**src/rtl/retire_trace_unit.sv**
```systemverilog
// Retirement trace emitter: one record per retiring instruction, queued and presented on a valid/ready port.
// Store-data capture is optional via TRACE_MEMDATA_EN (default build omits it and ties tr_mem_data to 0).
module retire_trace_unit #(
    parameter int DEPTH = 8
) (
    input  logic        clk,
    input  logic        rst,
    input  logic        wb_valid,
    input  logic [31:0] wb_pc,
    input  logic [31:0] wb_instr,
    input  logic        wb_rd_we,
    input  logic [4:0]  wb_rd,
    input  logic [31:0] wb_rd_data,
    input  logic        wb_mem_we,
    input  logic [31:0] wb_mem_addr,
    input  logic [31:0] wb_mem_data,
    input  logic        halt_in,
    output logic        stall_req,
    output logic        tr_valid,
    input  logic        tr_ready,
    output logic [1:0]  tr_kind,
    output logic [31:0] tr_pc,
    output logic [31:0] tr_instr,
    output logic [4:0]  tr_rd,
    output logic [31:0] tr_data,
    output logic [31:0] tr_mem_data,
    output logic [31:0] tr_seq,
    output logic [31:0] retired_count,
    output logic        overflow,
    output logic        drained
);
    localparam int AW = $clog2(DEPTH);
    localparam int CW = AW + 1;

    localparam logic [1:0] KIND_NONE  = 2'd0;
    localparam logic [1:0] KIND_REG   = 2'd1;
    localparam logic [1:0] KIND_STORE = 2'd2;

    typedef enum logic [1:0] {ST_RUN, ST_DRAIN, ST_DONE} state_t;

    typedef struct packed {
        logic [1:0]  kind;
        logic [31:0] pc;
        logic [31:0] instr;
        logic [4:0]  rd;
        logic [31:0] data;
        logic [31:0] seq;
`ifdef TRACE_MEMDATA_EN
        logic [31:0] mem_data;
`endif
    } rec_t;

    rec_t          mem_q [DEPTH];
    rec_t          wr_rec;
    rec_t          head;
    logic [AW-1:0] wr_ptr_q, wr_ptr_d;
    logic [AW-1:0] rd_ptr_q, rd_ptr_d;
    logic [CW-1:0] count_q, count_d;
    logic [31:0]   seq_q, seq_d;
    logic          ovf_q, ovf_d;
    state_t        state_q, state_d;
    logic          full, empty, run, push, pop;

    always_comb begin
        full  = (count_q == CW'(DEPTH));
        empty = (count_q == '0);
        run   = (state_q == ST_RUN);
        pop   = !empty && tr_ready;
        push  = wb_valid && run && (!full || pop);
    end

    // Stores dominate register writes; x0 writes carry no architectural effect.
    always_comb begin
        wr_rec       = '0;
        wr_rec.pc    = wb_pc;
        wr_rec.instr = wb_instr;
        wr_rec.seq   = seq_q;
        if (wb_mem_we) begin
            wr_rec.kind = KIND_STORE;
            wr_rec.data = wb_mem_addr;
`ifdef TRACE_MEMDATA_EN
            wr_rec.mem_data = wb_mem_data;
`endif
        end else if (wb_rd_we && (wb_rd != 5'd0)) begin
            wr_rec.kind = KIND_REG;
            wr_rec.rd   = wb_rd;
            wr_rec.data = wb_rd_data;
        end else begin
            wr_rec.kind = KIND_NONE;
        end
    end

`ifndef TRACE_MEMDATA_EN
    logic unused_mem_data;
    assign unused_mem_data = ^wb_mem_data;
`endif

    always_comb begin
        wr_ptr_d = push ? wr_ptr_q + AW'(1) : wr_ptr_q;
        rd_ptr_d = pop  ? rd_ptr_q + AW'(1) : rd_ptr_q;
        count_d  = count_q + CW'(push) - CW'(pop);
        seq_d    = push ? seq_q + 32'd1 : seq_q;
        ovf_d    = ovf_q | (wb_valid && run && full && !pop);
    end

    // DRAIN completes on the count after this cycle's pop; no pushes happen there.
    always_comb begin
        state_d = state_q;
        case (state_q)
            ST_RUN:   if (halt_in) state_d = ST_DRAIN;
            ST_DRAIN: if (count_d == '0) state_d = ST_DONE;
            ST_DONE:  state_d = ST_DONE;
            default:  state_d = ST_RUN;
        endcase
    end

    always_ff @(posedge clk or negedge rst) begin
        if (!rst) begin
            wr_ptr_q <= '0;
            rd_ptr_q <= '0;
            count_q  <= '0;
            seq_q    <= '0;
            ovf_q    <= 1'b0;
            state_q  <= ST_RUN;
        end else begin
            wr_ptr_q <= wr_ptr_d;
            rd_ptr_q <= rd_ptr_d;
            count_q  <= count_d;
            seq_q    <= seq_d;
            ovf_q    <= ovf_d;
            state_q  <= state_d;
        end
    end

    always_ff @(posedge clk) begin
        if (push) mem_q[wr_ptr_q] <= wr_rec;
    end

    // Outputs are forced to zero while empty so stale entries never leak after reset.
    always_comb begin
        head          = tr_valid ? mem_q[rd_ptr_q] : '0;
        tr_valid      = !empty;
        stall_req     = full;
        tr_kind       = head.kind;
        tr_pc         = head.pc;
        tr_instr      = head.instr;
        tr_rd         = head.rd;
        tr_data       = head.data;
        tr_seq        = head.seq;
`ifdef TRACE_MEMDATA_EN
        tr_mem_data   = head.mem_data;
`else
        tr_mem_data   = 32'd0;
`endif
        retired_count = seq_q;
        overflow      = ovf_q;
        drained       = (state_q == ST_DONE);
    end
endmodule

```
**config.mk**
```make
export PLATFORM = sky130hd
export DESIGN_NAME = retire_trace_unit
export DESIGN_NICKNAME = d
export VERILOG_FILES = /design/src/rtl/retire_trace_unit.sv
export SDC_FILE = /design/constraint.sdc
export NUM_CORES = 1
export LEC_CHECK = 0
export ABC_AREA = 1
export CORE_ASPECT_RATIO = 0.5
export CORE_MARGIN = 2
export CORE_UTILIZATION = 45
export DETAILED_ROUTE_END_ITERATION = 7
export PLACE_DENSITY = 0.69
export SYNTH_ARGS = -nofsm -noshare
export SYNTH_HDL_FRONTEND = slang
export SYNTH_SLANG_ARGS = --single-unit
```
**constraint.sdc**
```tcl
create_clock -name clk -period 9 [get_ports clk]
set_clock_uncertainty 0.2 [all_clocks]
set_input_delay 1.8 -clock clk [delete_from_list [all_inputs] [get_ports clk]]
set_output_delay 1.8 -clock clk [all_outputs]
set_load 0.05 [all_outputs]
```
Fig. 1: run 1, metal 2
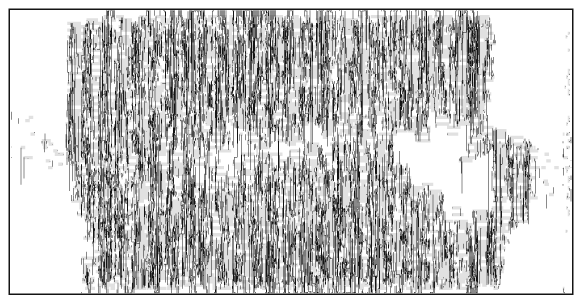
main direction: vertical
nets with wire on the layer: 3076

Fig. 2: run 1, routing congestion
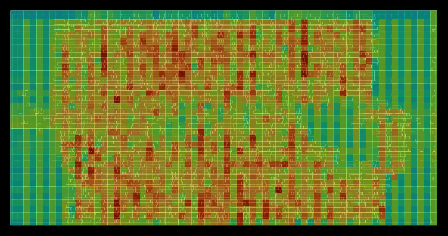
M2 GR Usage: 35.2%
DR WL/cell: 20.0 um

Fig. 3: run 1, M3 wires
The bar under the picture is 100 um long.
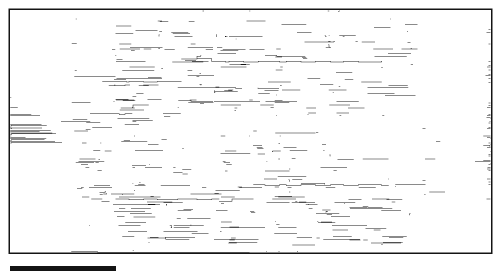
longest straight run: 144 um
nets with wire on the layer: 187
share of all routed wire: 5.2%
main direction: horizontal
final wirelength: 108 mm
met3 Use GR: 3.10%
vias post-DR: 29100

-- run 1: worst min-delay path by stage --
stage / from / to
2_1_floorplan: state_q[1]$_DFFE_PN0P_ / state_q[1]$_DFFE_PN0P_
3_3_place_gp: overflow$_DFF_PN0_ / overflow$_DFF_PN0_
3_5_place_dp: overflow$_DFF_PN0_ / overflow$_DFF_PN0_
4_1_cts: overflow$_DFF_PN0_ / overflow$_DFF_PN0_
5_1_grt: overflow$_DFF_PN0_ / overflow$_DFF_PN0_
6_report: overflow$_DFF_PN0_ / overflow$_DFF_PN0_
-- run 1: sequential cells by signal, summed over array words and instances, names as in the netlist --
register	count
count_q	4
mem_q	1080
overflow	1
rd_ptr_q	3
retired_count	32
state_q	2
wr_ptr_q	3
==> flow_metrics.tcl, run 1 <==
# yosys + openroad results
set metrics [dict create \
    outcome "completed" \
    top_cells_by_area "edfxtp_1, nor2_1, o21ai_0" \
    power_frac_comb_pct 43.4 \
    clk_pin_slew_ps 60 \
    setup_violations 0 \
    maxCapViolations 0 \
    critPathTopFamily "buffers and inverters" \
    timing.critical_path.from_type "flop" \
    busiest_layer "met2" \
    hp-class "reg2reg" \
    clock-sinks 1125 \
    nNonClkInverters 36 \
    postCtsSetupBuffers 0 \
    numPortBuffers 310 \
    numCtsBuffers 101 \
    drc 0 \
    final.setup.tns_ps 0 \
    grtUsageTotal_pct 20.2 \
    top_area_cell "edfxtp_1" \
    final-comb-area_mm2 0.0107 \
    fmax_mhz 147 \
    p_seq_share_pct 34.3 \
    synth_cell_type_count 32 \
    drtIter0Drc 2435 \
    pwr_density_cell_mw_per_mm2 359 \
    n_sequential_cell 1125 \
    async_flop_share_pct 4.00 \
    power_frac_clock_pct 22.3 \
    synth-main-ff-cell "edfxtp_1" \
    die-area_mm2 0.105 \
    route.met2.wl_mm 54.4 \
    hpwl_mm 54.4 \
    grt_pass1_vias 28100 \
]
==> run 2, diff against run 1 <==
Settings changed: PLACE_DENSITY 0.69 to 0.72.
Clock period 9 ns to 6.1 ns, I/O delays scaled along.
Fig. 4: run 2, M3 wires
The bar under the picture is 100 um long.
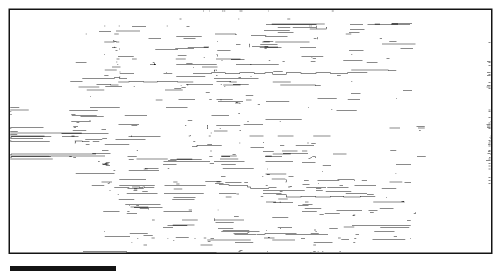
wire length on this layer: 5800 um
main direction: horizontal

Fig. 5: run 2, routing congestion
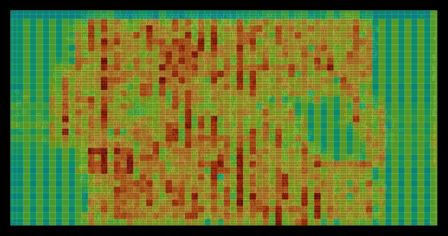
GR peak layer: met2
DR WL/cell: 20.0 um

==> run 2 against run 1 <==
Die area unchanged. Wire length increased by 0.39%. Clock power increased by 42%. Total power increased by 47%. Combinational power increased by about 50%. Synthesized cell count unchanged. Flip-flop count unchanged. Register-to-register slack got worse by 2600 ps. Clock-buffer cell count increased by 19. Sequential power increased by 47%. Critical path type unchanged. Critical endpoint unchanged. Largest cell class unchanged. Largest power group unchanged.
==> flow_metrics.tcl, run 2 <==
# yosys + openroad results
set metrics [dict create \
    min_to "overflow$_DFF_PN0_" \
    power_frac_clock_pct 21.5 \
    fmax_mhz 183 \
    largest_register_ff_count 1080 \
    hp-class "reg2reg" \
    die-area_mm2 0.105 \
    hpwl_mm 56.0 \
    drc 0 \
    p_seq_share_pct 34.3 \
    pwr_density_cell_mw_per_mm2 529 \
    top_cells_by_area "edfxtp_1, nor2_1, o21ai_0" \
    clk_pin_slew_ps 60 \
    num_vias 29600 \
    clock-sinks 1125 \
    grtUsageTotal_pct 20.2 \
    numPortBuffers 310 \
    critPathTopFamily "buffers and inverters" \
    regMostFlops "mem_q" \
    postCtsSetupBuffers 0 \
    setup_violations 0 \
    timing.critical_path.from_type "flop" \
    final.setup.tns_ps 0 \
    maxCapViolations 0 \
    routed_wl_mm 108 \
    outcome "completed" \
    numCtsBuffers 101 \
    final-comb-area_mm2 0.0107 \
    use_met2_pct 35.3 \
    async_flop_share_pct 4.00 \
    drtIter0Drc 2790 \
]
## run 2: netlist changes by cell type in the layout (fill, tap and decap cells not counted), sizes merged
cell,delta
bufinv,-5
clkinvlp,+3
clkbuf,+19
diode,+4
buf,+12
clkinv,-13
inv,-3
## run 2: kinds of logic (layout without fill, tap and decap cells)
logic type	after synthesis	after routing	synth area share (%)
AND-OR/OR-AND	818	818	10.0
buffers and inverters	335	580	3.92
XOR/XNOR	17	17	0.325
flip-flops	1125	1125	73.1
AND/OR/NAND/NOR	1467	1467	12.2
adder cells (fa/ha/maj)	13	13	0.371
other	1	39	0.00817
## run 2: area by class of cell
type,instances,area share (%)
well taps,1344,3.18
diodes,7,0.0331
multi-input cells,2347,20.2
inverters,36,0.274
clock inverters,48,0.662
flip-flops and latches,1125,63.4
clock buffers,136,5.16
repair buffers,360,7.07
Power figures rest on the tool's default switching activity, not on a simulated workload.
